wires.png
Drawn at 12 px/um.
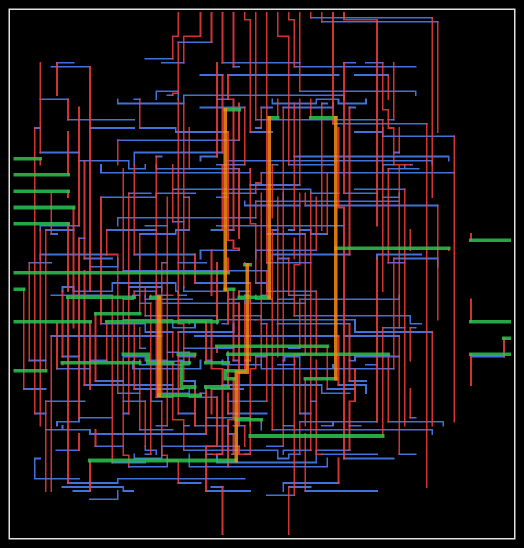
power_grid.png
Drawn at 12 px/um. Pins as bars on the die edge. Tap cells in gray.
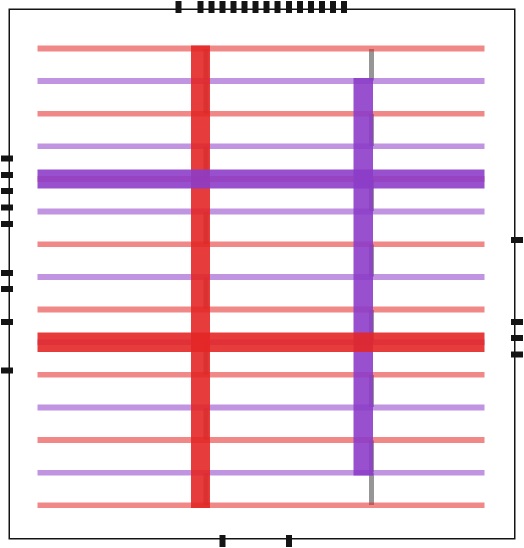
placement_by_type.png
Drawn at 12 px/um. Fill, decap, tap and diode cells in gray.
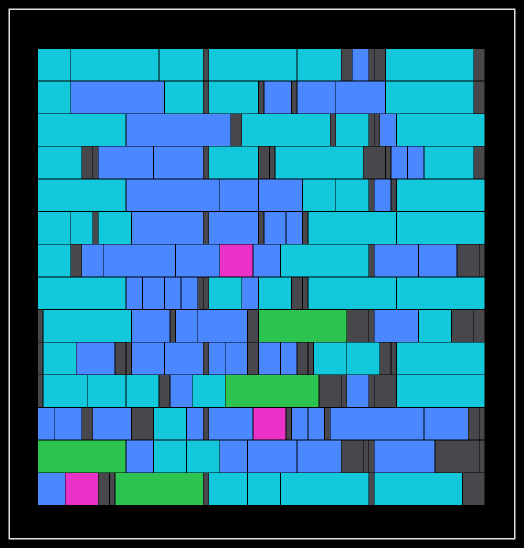
congestion.png
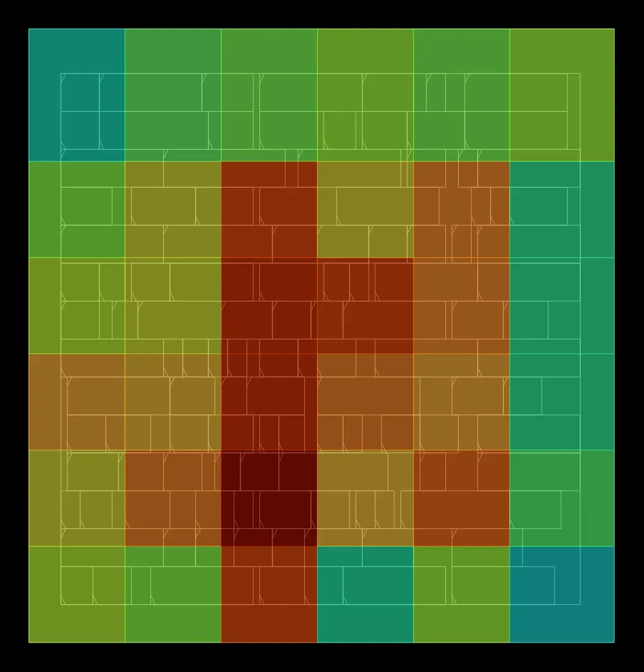
clk_routes.png
Drawn at 8 px/um.
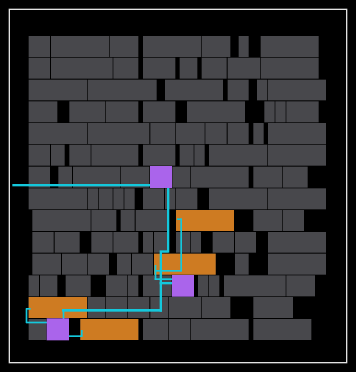
<file path="src/rtl/sap1_sequencer_if.sv">
// Control and status bundle between the SAP-1 sequencer and the datapath it drives.
interface sap1_sequencer_if;
  logic       run;
  logic       step_mode;
  logic       step;
  logic [3:0] ir_op;
  logic [5:0] t;
  logic       cp;
  logic       ep;
  logic       ea;
  logic       su;
  logic       eu;
  logic       n_lm;
  logic       n_ce;
  logic       n_l1;
  logic       n_e1;
  logic       n_la;
  logic       n_lb;
  logic       n_l0;
  logic       n_hlt;
  logic       halted;
  logic       instr_done;

  modport master (
    input  run, step_mode, step, ir_op,
    output t, cp, ep, ea, su, eu, n_lm, n_ce, n_l1, n_e1, n_la, n_lb, n_l0, n_hlt,
    output halted, instr_done
  );

  modport slave (
    output run, step_mode, step, ir_op,
    input  t, cp, ep, ea, su, eu, n_lm, n_ce, n_l1, n_e1, n_la, n_lb, n_l0, n_hlt,
    input  halted, instr_done
  );
endinterface

</file>
<file path="src/rtl/sap1_sequencer.sv">
// SAP-1 T-state sequencer: T1..T6 ring plus HALT, with run/stop gating,
// single-step mode and optional early return to T1 after the last active T-state.
module sap1_sequencer #(
  parameter bit FAST_NOP = 1'b0
) (
  input logic              clk,
  input logic              n_clr,
  sap1_sequencer_if.master bus
);
  typedef enum logic [2:0] {
    ST_T1, ST_T2, ST_T3, ST_T4, ST_T5, ST_T6, ST_HALT
  } state_t;

  localparam logic [3:0] OP_LDA = 4'b0000;
  localparam logic [3:0] OP_ADD = 4'b0001;
  localparam logic [3:0] OP_SUB = 4'b0010;
  localparam logic [3:0] OP_OUT = 4'b1110;
  localparam logic [3:0] OP_HLT = 4'b1111;

  state_t state_reg, state_next;
  logic   step_q_reg;
  logic   adv;
  logic   last_t;

  always_ff @(posedge clk) begin
    if (!n_clr) begin
      state_reg  <= ST_T1;
      step_q_reg <= 1'b1;
    end else begin
      state_reg  <= state_next;
      step_q_reg <= bus.step;
    end
  end

  // step_q resets high, so a step level held through reset is not seen as a rising edge.
  assign adv = bus.run & (bus.step_mode ? (bus.step & ~step_q_reg) : 1'b1)
             & (state_reg != ST_HALT);

  always_comb begin
    last_t = 1'b0;
    if (!FAST_NOP) begin
      last_t = (state_reg == ST_T6);
    end else begin
      case (bus.ir_op)
        OP_LDA:         last_t = (state_reg == ST_T5);
        OP_ADD, OP_SUB: last_t = (state_reg == ST_T6);
        OP_HLT:         last_t = 1'b0;
        default:        last_t = (state_reg == ST_T4);
      endcase
    end
  end

  always_comb begin
    case (state_reg)
      ST_T1:   bus.t = 6'b000001;
      ST_T2:   bus.t = 6'b000010;
      ST_T3:   bus.t = 6'b000100;
      ST_T4:   bus.t = 6'b001000;
      ST_T5:   bus.t = 6'b010000;
      ST_T6:   bus.t = 6'b100000;
      default: bus.t = 6'b000000;
    endcase
  end

  // Controls are only driven on an advancing cycle so a waiting step never repeats a load.
  always_comb begin
    state_next     = state_reg;
    bus.cp         = 1'b0;
    bus.ep         = 1'b0;
    bus.ea         = 1'b0;
    bus.su         = 1'b0;
    bus.eu         = 1'b0;
    bus.n_lm       = 1'b1;
    bus.n_ce       = 1'b1;
    bus.n_l1       = 1'b1;
    bus.n_e1       = 1'b1;
    bus.n_la       = 1'b1;
    bus.n_lb       = 1'b1;
    bus.n_l0       = 1'b1;
    bus.n_hlt      = (state_reg != ST_HALT);
    bus.halted     = (state_reg == ST_HALT);
    bus.instr_done = adv & last_t;
    if (adv) begin
      case (state_reg)
        ST_T1: begin
          bus.ep     = 1'b1;
          bus.n_lm   = 1'b0;
          state_next = ST_T2;
        end
        ST_T2: begin
          bus.cp     = 1'b1;
          state_next = ST_T3;
        end
        ST_T3: begin
          bus.n_ce   = 1'b0;
          bus.n_l1   = 1'b0;
          state_next = ST_T4;
        end
        ST_T4: begin
          state_next = last_t ? ST_T1 : ST_T5;
          case (bus.ir_op)
            OP_LDA, OP_ADD, OP_SUB: begin
              bus.n_lm = 1'b0;
              bus.n_e1 = 1'b0;
            end
            OP_OUT: begin
              bus.ea   = 1'b1;
              bus.n_l0 = 1'b0;
            end
            OP_HLT: begin
              bus.n_hlt  = 1'b0;
              state_next = ST_HALT;
            end
            default: ;
          endcase
        end
        ST_T5: begin
          state_next = last_t ? ST_T1 : ST_T6;
          case (bus.ir_op)
            OP_LDA: begin
              bus.n_ce = 1'b0;
              bus.n_la = 1'b0;
            end
            OP_ADD, OP_SUB: begin
              bus.n_ce = 1'b0;
              bus.n_lb = 1'b0;
            end
            default: ;
          endcase
        end
        ST_T6: begin
          state_next = ST_T1;
          if (bus.ir_op == OP_ADD || bus.ir_op == OP_SUB) begin
            bus.eu   = 1'b1;
            bus.n_la = 1'b0;
            bus.su   = (bus.ir_op == OP_SUB);
          end
        end
        default: state_next = state_reg;
      endcase
    end
  end
endmodule

</file>
<file path="src/flat_wrapper.sv">
// flat-port wrapper written by rule: the top's interface ports become plain ports
module sap1_sequencer_flat 
#(
  parameter bit FAST_NOP = 1'b0
)
  (clk, n_clr, bus_run, bus_step_mode, bus_step, bus_ir_op, bus_t, bus_cp, bus_ep, bus_ea, bus_su, bus_eu, bus_n_lm, bus_n_ce, bus_n_l1, bus_n_e1, bus_n_la, bus_n_lb, bus_n_l0, bus_n_hlt, bus_halted, bus_instr_done);
  sap1_sequencer_if bus_i ();
  input logic clk;
  input logic n_clr;
  input wire logic [$bits(bus_i.run)-1:0] bus_run;
  input wire logic [$bits(bus_i.step_mode)-1:0] bus_step_mode;
  input wire logic [$bits(bus_i.step)-1:0] bus_step;
  input wire logic [$bits(bus_i.ir_op)-1:0] bus_ir_op;
  output wire logic [$bits(bus_i.t)-1:0] bus_t;
  output wire logic [$bits(bus_i.cp)-1:0] bus_cp;
  output wire logic [$bits(bus_i.ep)-1:0] bus_ep;
  output wire logic [$bits(bus_i.ea)-1:0] bus_ea;
  output wire logic [$bits(bus_i.su)-1:0] bus_su;
  output wire logic [$bits(bus_i.eu)-1:0] bus_eu;
  output wire logic [$bits(bus_i.n_lm)-1:0] bus_n_lm;
  output wire logic [$bits(bus_i.n_ce)-1:0] bus_n_ce;
  output wire logic [$bits(bus_i.n_l1)-1:0] bus_n_l1;
  output wire logic [$bits(bus_i.n_e1)-1:0] bus_n_e1;
  output wire logic [$bits(bus_i.n_la)-1:0] bus_n_la;
  output wire logic [$bits(bus_i.n_lb)-1:0] bus_n_lb;
  output wire logic [$bits(bus_i.n_l0)-1:0] bus_n_l0;
  output wire logic [$bits(bus_i.n_hlt)-1:0] bus_n_hlt;
  output wire logic [$bits(bus_i.halted)-1:0] bus_halted;
  output wire logic [$bits(bus_i.instr_done)-1:0] bus_instr_done;
  assign bus_i.run = bus_run;
  assign bus_i.step_mode = bus_step_mode;
  assign bus_i.step = bus_step;
  assign bus_i.ir_op = bus_ir_op;
  assign bus_t = bus_i.t;
  assign bus_cp = bus_i.cp;
  assign bus_ep = bus_i.ep;
  assign bus_ea = bus_i.ea;
  assign bus_su = bus_i.su;
  assign bus_eu = bus_i.eu;
  assign bus_n_lm = bus_i.n_lm;
  assign bus_n_ce = bus_i.n_ce;
  assign bus_n_l1 = bus_i.n_l1;
  assign bus_n_e1 = bus_i.n_e1;
  assign bus_n_la = bus_i.n_la;
  assign bus_n_lb = bus_i.n_lb;
  assign bus_n_l0 = bus_i.n_l0;
  assign bus_n_hlt = bus_i.n_hlt;
  assign bus_halted = bus_i.halted;
  assign bus_instr_done = bus_i.instr_done;
  sap1_sequencer #(.FAST_NOP(FAST_NOP)) u_core (.clk(clk), .n_clr(n_clr), .bus(bus_i));
endmodule
</file>
<file path="config.mk">
export PLATFORM = sky130hd
export DESIGN_NAME = sap1_sequencer_flat
export DESIGN_NICKNAME = d
export VERILOG_FILES = /design/src/rtl/sap1_sequencer_if.sv /design/src/rtl/sap1_sequencer.sv /design/src/flat_wrapper.sv
export SDC_FILE = /design/constraint.sdc
export NUM_CORES = 1
export LEC_CHECK = 0
export CORE_AREA = 2 2 40 42
export DETAILED_ROUTE_END_ITERATION = 10
export DIE_AREA = 0 0 42 44
export GPL_ROUTABILITY_DRIVEN = 0
export PLACE_DENSITY = 0.71
export SYNTH_ARGS = -nofsm -noshare
export SYNTH_HDL_FRONTEND = slang
export SYNTH_SLANG_ARGS = --single-unit
</file>
<file path="constraint.sdc">
create_clock -name clk -period 1.9 [get_ports clk]
set_input_delay 0.38 -clock clk [delete_from_list [all_inputs] [get_ports clk]]
set_output_delay 0.38 -clock clk [all_outputs]
set_load 0.05 [all_outputs]
</file>
==> flow_metrics.py <==
# Metrics from the implementation run
metrics = {
    "yosys": {
        "top_cell_area_share_pct": 18.71,
        "synthAoiAreaFrac_pct": 19.01,
        "ys_async_sr_fraction_pct": 0,
        "synth_dominant_cell_count": "nor2_1",
        "yosys-stat-area_um2": 427.9,
        "yosys_cells": 66,
        "synthDistinctLibCells": 26,
        "ys_sh_adder_pct": 0,
        "top_area_cell": "dfxtp_1",
        "synth-edff-count": 0,
        "yosys_warnings": 0,
        "ys_seq_share_pct": 18.71,
        "syn_inst": 66,
    },
    "place": {
        "io_buffers": 29,
        "detailed_place_hpwl_um": 1357,
    },
    "power_and_ir_drop": {
        "internal-power_uw": 263.1,
        "p_comb_uw": 228,
        "p_switching_uw": 170.0,
        "finalPower_uw": 433.1,
        "p_leak_nw": 0.5436,
    },
    "layout": {
        "diodes": 0,
        "clock_area_share_pct": 1.761,
        "buffers": 52,
        "nets": 128,
        "layout_top_cells": "buf_12, buf_4, nor2_1, nor3_2, nand2_1",
        "area_dominant_class": "buffers",
        "logic_gates": 53,
        "n_all_inverters": 5,
        "drive_gt1_share_pct": 67.52,
        "clkbuf_count": 3,
    },
    "timing": {
        "finalCritPeriodShare_pct": 103.8,
        "finalSetupViolCount": 8,
        "setup_ws_ns": -0.07150,
        "relSlewSlack_pct": 77.56,
        "tns_ns": -0.2640,
        "period_needed_ns": 1.971,
        "holdWs_ns": 0.3433,
        "slew_viol_final": 0,
    },
    "grt": {
        "grt_use_met2_pct": 44.38,
        "antenna_found_initial": 0,
        "grt_pass1_wl_um": 3387,
        "grt_pass1_vias": 756,
    },
    "floorplan": {
        "die_area_mm2": 0.001848,
        "ios": 30,
        "nWellTaps": 16,
    },
    "run": {
        "maxCapViolCount": 0,
        "warning_count": 29,
    },
    "outcome": {
        "violations": "negative setup slack",
        "outcome": "complete, but fails checks",
    },
    "routing": {
        "detail-route-antenna-nets": 0,
        "drc_errors": 0,
        "vias": 743,
        "vias_per_cell": 5.586,
        "dr_wl_met3_um": 170,
    },
    "critical_path": {
        "start_kind": "register",
        "cp_num_buf_inv": 1,
        "path_cells": "nand2b_4 -> or3_4 -> or3_4 -> buf_12",
        "endpoint": "bus_n_la",
        "critPathTopFamily": "simple AND/OR/NAND/NOR gates",
        "crit_path_frequent_cell": "or3_4",
        "r2r_slack_ns": 0.41,
        "crit_slowest_cell": "dfxtp_1",
        "crit_fanout": 2,
        "cp.arrival_ns": 1.59,
    },
    "min_path": {
        "hold_end": "u_core.step_q_reg$_SDFF_PN1_",
    },
    "clock_network": {
        "root_buffer": "clkbuf_4",
        "holdBufCountCts": 0,
        "cts.htree.levels": 1,
    },
}
-- wires.png (at the start) --
| color | layer | wire length |
|---|---|---|
| blue | metal 1 | 950 um |
| orange | metal 4 | 77.1 um |
| red | metal 2 | 1320 um |
| green | metal 3 | 170 um |
final WL: 2516 um
Total GRT Usage: 25.07%

-- power_grid.png (at the start) --
| color | net |
|---|---|
| purple | VDD |
| red | VSS |
signal pins: 30
met1 rails: 15
met4 straps: 2
tap cells: 16
rows: 14
Max VDD drop: 472.6 uV
die height: 44 um
die width: 42 um
core area: 0.001419 mm2

-- placement_by_type.png (at the start) --
| color | class | cells |
|---|---|---|
| cyan | remaining buffers and delay cells | 52 |
| blue | combinational and other logic | 58 |
| green | sequential cells | 4 |
| magenta | clock drivers | 3 |
placement row count: 14
Core Util, Final: 90.12%
Finished Cell Area: 0.001279 mm2
flop share of the area: 6.360%

-- congestion.png (at the start) --
Avg WL per Cell: 18.92 um
grt met3 use: 5.833%
met1 track demand over resource: 28.57%

-- clk_routes.png (at the start) --
[orange] flip-flops | count: 4
[cyan] clock wires | length: 79.5 um
[purple] clock drivers | count: 3
routed clock nets: 4
Clock Power Share: 25.5%
clk ins delay skew pair: 0.24 ns
clock group total power: 110 uW
clk_skew: 0.003860 ns

Power is estimated from default activity; no workload was simulated.
